===== src/rtl/uart_cmd_pkg.sv =====
// Shared constants for the UART command controller: recognised command
// characters, the echo substitute for unknown bytes, the FSM state encoding
// and the per-command request bundle.
package uart_cmd_pkg;

  localparam logic [7:0] CH_RUN_LO  = 8'h72;  // 'r'
  localparam logic [7:0] CH_RUN_UP  = 8'h52;  // 'R'
  localparam logic [7:0] CH_CLR_LO  = 8'h63;  // 'c'
  localparam logic [7:0] CH_CLR_UP  = 8'h43;  // 'C'
  localparam logic [7:0] CH_MODE_LO = 8'h6D;  // 'm'
  localparam logic [7:0] CH_MODE_UP = 8'h4D;  // 'M'
  localparam logic [7:0] CH_UNKNOWN = 8'h3F;  // '?'

  localparam logic [1:0] ST_IDLE = 2'd0;
  localparam logic [1:0] ST_EXEC = 2'd1;
  localparam logic [1:0] ST_ECHO = 2'd2;

  typedef struct packed {
    logic run;
    logic clear;
    logic mode;
  } cmd_t;

endpackage


===== src/rtl/uart_cmd_if.sv =====
// RX/TX FIFO handshake bundle between the command controller (master) and
// the UART FIFOs (slave).
interface uart_cmd_if;

  logic       rx_fifo_empty;
  logic [7:0] rx_fifo_rdata;
  logic       rx_fifo_pop;
  logic       tx_fifo_full;
  logic       tx_fifo_push;
  logic [7:0] tx_fifo_wdata;

  modport master (
    input  rx_fifo_empty, rx_fifo_rdata, tx_fifo_full,
    output rx_fifo_pop, tx_fifo_push, tx_fifo_wdata
  );

  modport slave (
    output rx_fifo_empty, rx_fifo_rdata, tx_fifo_full,
    input  rx_fifo_pop, tx_fifo_push, tx_fifo_wdata
  );

endinterface


===== src/rtl/uart_cmd_decode.sv =====
// Combinational classifier for one received byte: exactly one of
// run/clear/mode/unknown is high for any input value.
module uart_cmd_decode
  import uart_cmd_pkg::*;
(
  input  logic [7:0] data,
  output logic       run,
  output logic       clear,
  output logic       mode,
  output logic       unknown
);

  // Map the upper- and lower-case command letters to their command class.
  always_comb begin
    // NOTE: every output gets a value before the case so no path leaves one
    // unassigned, which would otherwise infer a latch.
    run     = 1'b0;
    clear   = 1'b0;
    mode    = 1'b0;
    unknown = 1'b0;
    case (data)
      CH_RUN_LO,  CH_RUN_UP:  run   = 1'b1;
      CH_CLR_LO,  CH_CLR_UP:  clear = 1'b1;
      CH_MODE_LO, CH_MODE_UP: mode  = 1'b1;
      default:                unknown = 1'b1;
    endcase
  end

endmodule


===== src/rtl/uart_cmd_ctrl.sv =====
// UART command controller: takes bytes from the RX FIFO, turns recognised
// letters into one-cycle command pulses (merged with button pulses, clear
// having priority), counts unknown bytes and echoes every byte to the TX FIFO.
module uart_cmd_ctrl
  import uart_cmd_pkg::*;
(
  input  logic             clk,
  input  logic             rst,
  uart_cmd_if.master       fifo,
  input  logic             btn_run,
  input  logic             btn_clear,
  input  logic             btn_mode,
  output logic             cmd_run,
  output logic             cmd_clear,
  output logic             cmd_mode,
  output logic [7:0]       err_cnt
);

  logic [1:0] state;
  logic [7:0] byte_reg;
  logic [7:0] echo_data;
  logic       dec_run, dec_clear, dec_mode, dec_unknown;
  logic       in_exec;
  cmd_t       req, cmd_next;

  uart_cmd_decode u_decode (
    .data    (byte_reg),
    .run     (dec_run),
    .clear   (dec_clear),
    .mode    (dec_mode),
    .unknown (dec_unknown)
  );

  assign in_exec            = (state == ST_EXEC);
  assign fifo.rx_fifo_pop   = in_exec;
  assign fifo.tx_fifo_push  = (state == ST_ECHO) && !fifo.tx_fifo_full;
  assign fifo.tx_fifo_wdata = echo_data;

  // Merge button and UART requests, then let clear suppress run and mode.
  always_comb begin
    req.run   = btn_run   | (in_exec & dec_run);
    req.clear = btn_clear | (in_exec & dec_clear);
    req.mode  = btn_mode  | (in_exec & dec_mode);
    cmd_next  = req;
    if (req.clear) begin
      cmd_next.run  = 1'b0;
      cmd_next.mode = 1'b0;
    end
  end

  // Byte sequencing: latch in IDLE, pop and decode in EXEC, echo in ECHO.
  always_ff @(posedge clk) begin
    // NOTE: state is updated with non-blocking assignments so every flop
    // samples the pre-edge values, independent of statement order.
    if (rst) begin
      state     <= ST_IDLE;
      byte_reg  <= 8'h00;
      echo_data <= 8'h00;
    end else begin
      case (state)
        ST_IDLE: begin
          if (!fifo.rx_fifo_empty) begin
            byte_reg <= fifo.rx_fifo_rdata;
            state    <= ST_EXEC;
          end
        end
        ST_EXEC: begin
          echo_data <= dec_unknown ? CH_UNKNOWN : byte_reg;
          state     <= ST_ECHO;
        end
        ST_ECHO: begin
          if (!fifo.tx_fifo_full) state <= ST_IDLE;
        end
        default: state <= ST_IDLE;
      endcase
    end
  end

  // Registered command pulses; buttons seen during reset are discarded.
  always_ff @(posedge clk) begin
    if (rst) begin
      cmd_run   <= 1'b0;
      cmd_clear <= 1'b0;
      cmd_mode  <= 1'b0;
    end else begin
      cmd_run   <= cmd_next.run;
      cmd_clear <= cmd_next.clear;
      cmd_mode  <= cmd_next.mode;
    end
  end

  // Saturating count of unrecognised bytes, bumped once per decoded byte.
  always_ff @(posedge clk) begin
    if (rst) begin
      err_cnt <= 8'h00;
    end else if (in_exec && dec_unknown && (err_cnt != 8'hFF)) begin
      err_cnt <= err_cnt + 8'd1;
    end
  end

endmodule

===== src/flat_wrapper.sv =====
// flat-port wrapper written by rule: the top's interface ports become plain ports
module uart_cmd_ctrl_flat import uart_cmd_pkg::*;
  (clk, rst, btn_run, btn_clear, btn_mode, cmd_run, cmd_clear, cmd_mode, err_cnt, fifo_rx_fifo_empty, fifo_rx_fifo_rdata, fifo_tx_fifo_full, fifo_rx_fifo_pop, fifo_tx_fifo_push, fifo_tx_fifo_wdata);
  uart_cmd_if fifo_i ();
  input  logic clk;
  input  logic rst;
  input  logic btn_run;
  input  logic btn_clear;
  input  logic btn_mode;
  output logic cmd_run;
  output logic cmd_clear;
  output logic cmd_mode;
  output logic [7:0] err_cnt;
  input wire logic [$bits(fifo_i.rx_fifo_empty)-1:0] fifo_rx_fifo_empty;
  input wire logic [$bits(fifo_i.rx_fifo_rdata)-1:0] fifo_rx_fifo_rdata;
  input wire logic [$bits(fifo_i.tx_fifo_full)-1:0] fifo_tx_fifo_full;
  output wire logic [$bits(fifo_i.rx_fifo_pop)-1:0] fifo_rx_fifo_pop;
  output wire logic [$bits(fifo_i.tx_fifo_push)-1:0] fifo_tx_fifo_push;
  output wire logic [$bits(fifo_i.tx_fifo_wdata)-1:0] fifo_tx_fifo_wdata;
  assign fifo_i.rx_fifo_empty = fifo_rx_fifo_empty;
  assign fifo_i.rx_fifo_rdata = fifo_rx_fifo_rdata;
  assign fifo_i.tx_fifo_full = fifo_tx_fifo_full;
  assign fifo_rx_fifo_pop = fifo_i.rx_fifo_pop;
  assign fifo_tx_fifo_push = fifo_i.tx_fifo_push;
  assign fifo_tx_fifo_wdata = fifo_i.tx_fifo_wdata;
  uart_cmd_ctrl u_core (.clk(clk), .rst(rst), .fifo(fifo_i), .btn_run(btn_run), .btn_clear(btn_clear), .btn_mode(btn_mode), .cmd_run(cmd_run), .cmd_clear(cmd_clear), .cmd_mode(cmd_mode), .err_cnt(err_cnt));
endmodule

===== config.mk =====
export PLATFORM = sky130hd
export DESIGN_NAME = uart_cmd_ctrl_flat
export DESIGN_NICKNAME = d
export VERILOG_FILES = /design/src/rtl/uart_cmd_pkg.sv /design/src/rtl/uart_cmd_if.sv /design/src/rtl/uart_cmd_decode.sv /design/src/rtl/uart_cmd_ctrl.sv /design/src/flat_wrapper.sv
export SDC_FILE = /design/constraint.sdc
export NUM_CORES = 1
export LEC_CHECK = 0
export CAP_MARGIN = 20
export CORE_ASPECT_RATIO = 0.9
export CORE_MARGIN = 2
export CORE_UTILIZATION = 46
export DETAILED_ROUTE_END_ITERATION = 6
export GPL_TIMING_DRIVEN = 0
export PLACE_DENSITY_LB_ADDON = 0.2
export SLEW_MARGIN = 5
export SYNTH_ARGS = -nofsm -noshare
export SYNTH_HDL_FRONTEND = slang
export SYNTH_SLANG_ARGS = --single-unit

===== constraint.sdc =====
create_clock -name clk -period 1.8 [get_ports clk]
set_input_delay 0.27 -clock clk [delete_from_list [all_inputs] [get_ports clk]]
set_output_delay 0.27 -clock clk [all_outputs]
set_load 0.1 [all_outputs]

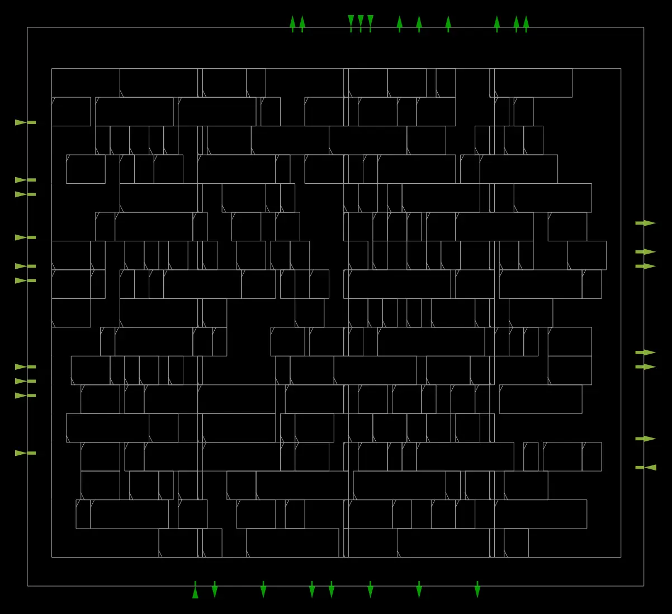
final_placement.png
Core Area: 0.00249 mm2
flop count: 29
row cnt: 17
sequential cell area share: 0.358
final cell count without fillers: 209

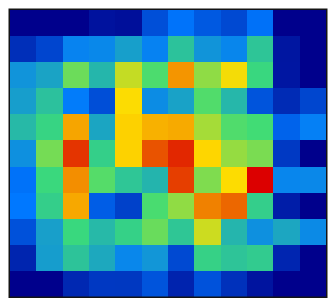
wire_density.png
12 x 11 tiles, from dark blue (low) to red (high), scaled to the fullest tile. Values are wire area over tile area, all layers added.
densest ninth of the die: centre
fullest tile: 0.37
mean over tiles: 0.14
nearly empty tiles: 11%

==> impl_metrics.env <==
# source this file to load flow results
export IMPL_synth_chip_area_mm2=0.00122
export IMPL_grt_pass1_wl_um=4420
export IMPL_post_route_min_period_ns=1.75
export IMPL_critPathMaxStageDelay_ns=0.82
export IMPL_mux_share=0.0359
export IMPL_crit_type="reg2out"
export IMPL_crit_fanout=2
export IMPL_finClkSkew_ns=0.00361
export IMPL_post_dp_cell_area_mm2=0.00164
export IMPL_cts_buffer_depth=2
export IMPL_nNetsFinal=196
export IMPL_cp_depth=1
export IMPL_drive_above_1_share=0.238
export IMPL_ys_top_logic_family="simple AND/OR/NAND/NOR gates"
export IMPL_warning_count=26
export IMPL_startpoint="u_core.fifo.tx_fifo_wdata[6]"
export IMPL_globalRouteOverflowTotal=0
export IMPL_syn_cell_area_mm2=0.00122
export IMPL_path_buffers=1
export IMPL_die_height_um=52.9
export IMPL_vdd_drop_max_v=0.000818
export IMPL_cp_endpoint="fifo_tx_fifo_wdata[6]"
export IMPL_n_antenna_cell=0
export IMPL_fmax_mhz=572
export IMPL_fp_util=0.490
export IMPL_htree_levels=2
export IMPL_setup_viol=0
export IMPL_yosys_cells=136
export IMPL_cts_tree="yes"
export IMPL_num_vias=1100
export IMPL_cts_setup_buffers=0
export IMPL_ys_seq_frac=0.476
export IMPL_topCellsByArea="dfxtp_1 (48%), a21oi_1 (6.6%), nand2_1 (6.5%), nor2_1 (5.8%), mux2_1 (2.8%)"
export IMPL_wl_um=2630
export IMPL_antenna_found_initial=0
export IMPL_status="completed"
export IMPL_power_w=0.00154
export IMPL_cts_made_buffers=5
export IMPL_synthCells=136
export IMPL_max_cap_violations=0
export IMPL_synth_top_area_share=0.476
export IMPL_grt_max_degree=11
export IMPL_port_buffer_count=35
export IMPL_io_pins=36
export IMPL_cts_sinks=29
export IMPL_die_x_um=58.3
export IMPL_worstHoldPathCells=2
export IMPL_top_cell="dfxtp_1"
export IMPL_hold_buffers=0
export IMPL_simple_gate_share=0.244
export IMPL_yosys_register_bits=29
export IMPL_cts_resized=41
export IMPL_min_from="u_core.byte_reg[7]"
export IMPL_vias_per_cell=5.26
export IMPL_post_dp_hpwl_um=1930
export IMPL_crit_required_ns=1.53
export IMPL_relSlewSlack=0.367
export IMPL_crit_path_cell_trace="clkdlybuf4s15_1"
export IMPL_gp_congestion=0.798
export IMPL_async_reset_ff_frac=0
export IMPL_most_common_layout_cells="nand2_1 (21), dfxtp_1 (20), nor2_1 (19)"
export IMPL_rr_endpoint="u_core.err_cnt[4]"
export IMPL_crit_family="buffers and inverters"
export IMPL_cts_clk_slew_worst_paths_ns=0.09
export IMPL_crit_path_start_kind="flop"
export IMPL_worst_pin_slew_ns=0.953
export IMPL_syn_num_nets=152
export IMPL_ys_flop_type="dfxtp_1"
export IMPL_p_per_area_mw_per_mm2=915
export IMPL_grt_usage=0.194
export IMPL_r2r_start="u_core.byte_reg[1]"
export IMPL_slowest_stage="clkdlybuf4s15_1"
export IMPL_wl_per_cell_um=12.6
export IMPL_drtIter0Drc=31
export IMPL_syn_area_per_cell_um2=8.97
export IMPL_synth_cellmix_compoundShare=0.188
export IMPL_fin_crit_sh=0.972
export IMPL_rsz0062_at_grt="no"
export IMPL_dp_slack_ns=-0.545
export IMPL_die_area_mm2=0.00308
export IMPL_yosys_warnings=0
export IMPL_clock_latency_ns=0.32
export IMPL_critical_path_arrival_ns=1.48
export IMPL_ys_types=31
export IMPL_grt_pass1_vias=1027
export IMPL_timing_final_ws_setup_ns=0.0503
export IMPL_rr_worst_depth=5
export IMPL_final_max_slew_viol_count=0
export IMPL_worstHoldPathType="reg2reg"
export IMPL_xor_share=0.0144
export IMPL_cp_end_kind="output pin"
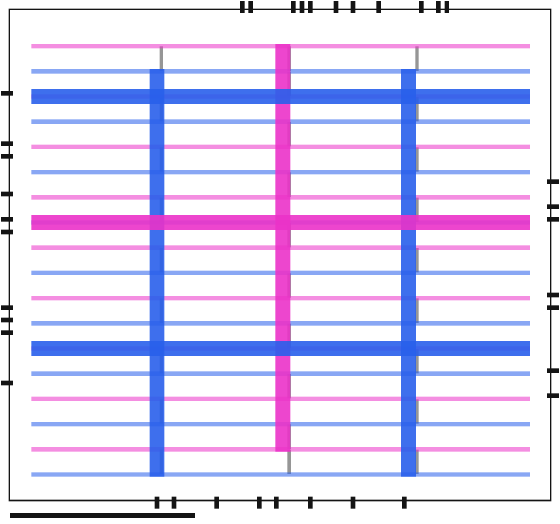
pdn.png
The bar under the picture is 20 um long. Pins as bars on the die edge. Tap cells in grey.
| colour | net |
|---|---|
| blue | VSS |
| magenta | VDD |
met4 straps: 3
tap cells: 28
signal pins: 36

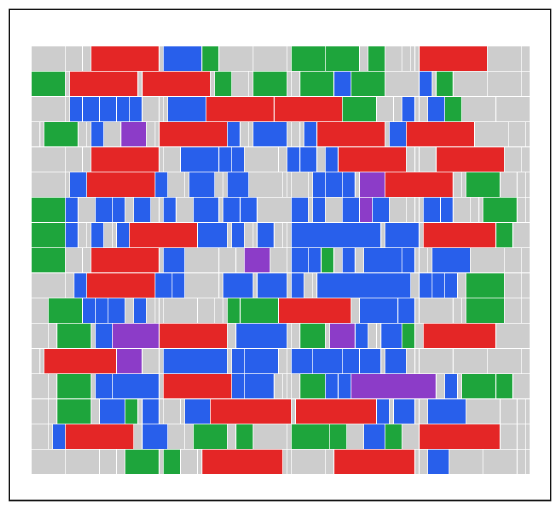
cell_classes.png
Fill, decap, tap and diode cells in grey.
| colour | class | cells | share of their area |
|---|---|---|---|
| green | other buffers and delay cells | 41 | 20% |
| red | flops | 29 | 37% |
| blue | all other logic | 103 | 39% |
| purple | clock drivers and dummy loads | 8 | 4.8% |
Final Util: 0.678
Finished Cell Area: 0.00169 mm2

layout make-up:
class / instances / area, um2
flip-flops and latches: 29 / 604
plain buffers: 4 / 15.0
inverters: 5 / 23.8
well taps: 28 / 35.0
clock buffers: 8 / 80.1
multi-input cells: 98 / 614
fillers: 211 / 801
repair buffers: 37 / 315
per-layer routing:
layer | routed length (um) | track usage
met3 | 130 | 0.0587
met5 | 0 | 0
met2 | 1280 | 0.324
met1 | 1180 | 0.225
met4 | 48 | 0.0969
worst reg2reg max path: stages (launching register included):
cell	delay [ns]
dfxtp_1	0.34
nand3b_1	0.27
o311ai_4	0.38
a32oi_4	0.13
nand4_1	0.14
mux2_1	0.34
report_power, final:
part           internal (W)  switching [W]  leakage (nW)
Combinational      0.000102       0.000249         0.430
Sequential         0.000673      0.0000257         0.243
Clock              0.000276       0.000219        0.0437
Power and IR drop assume default switching activity.
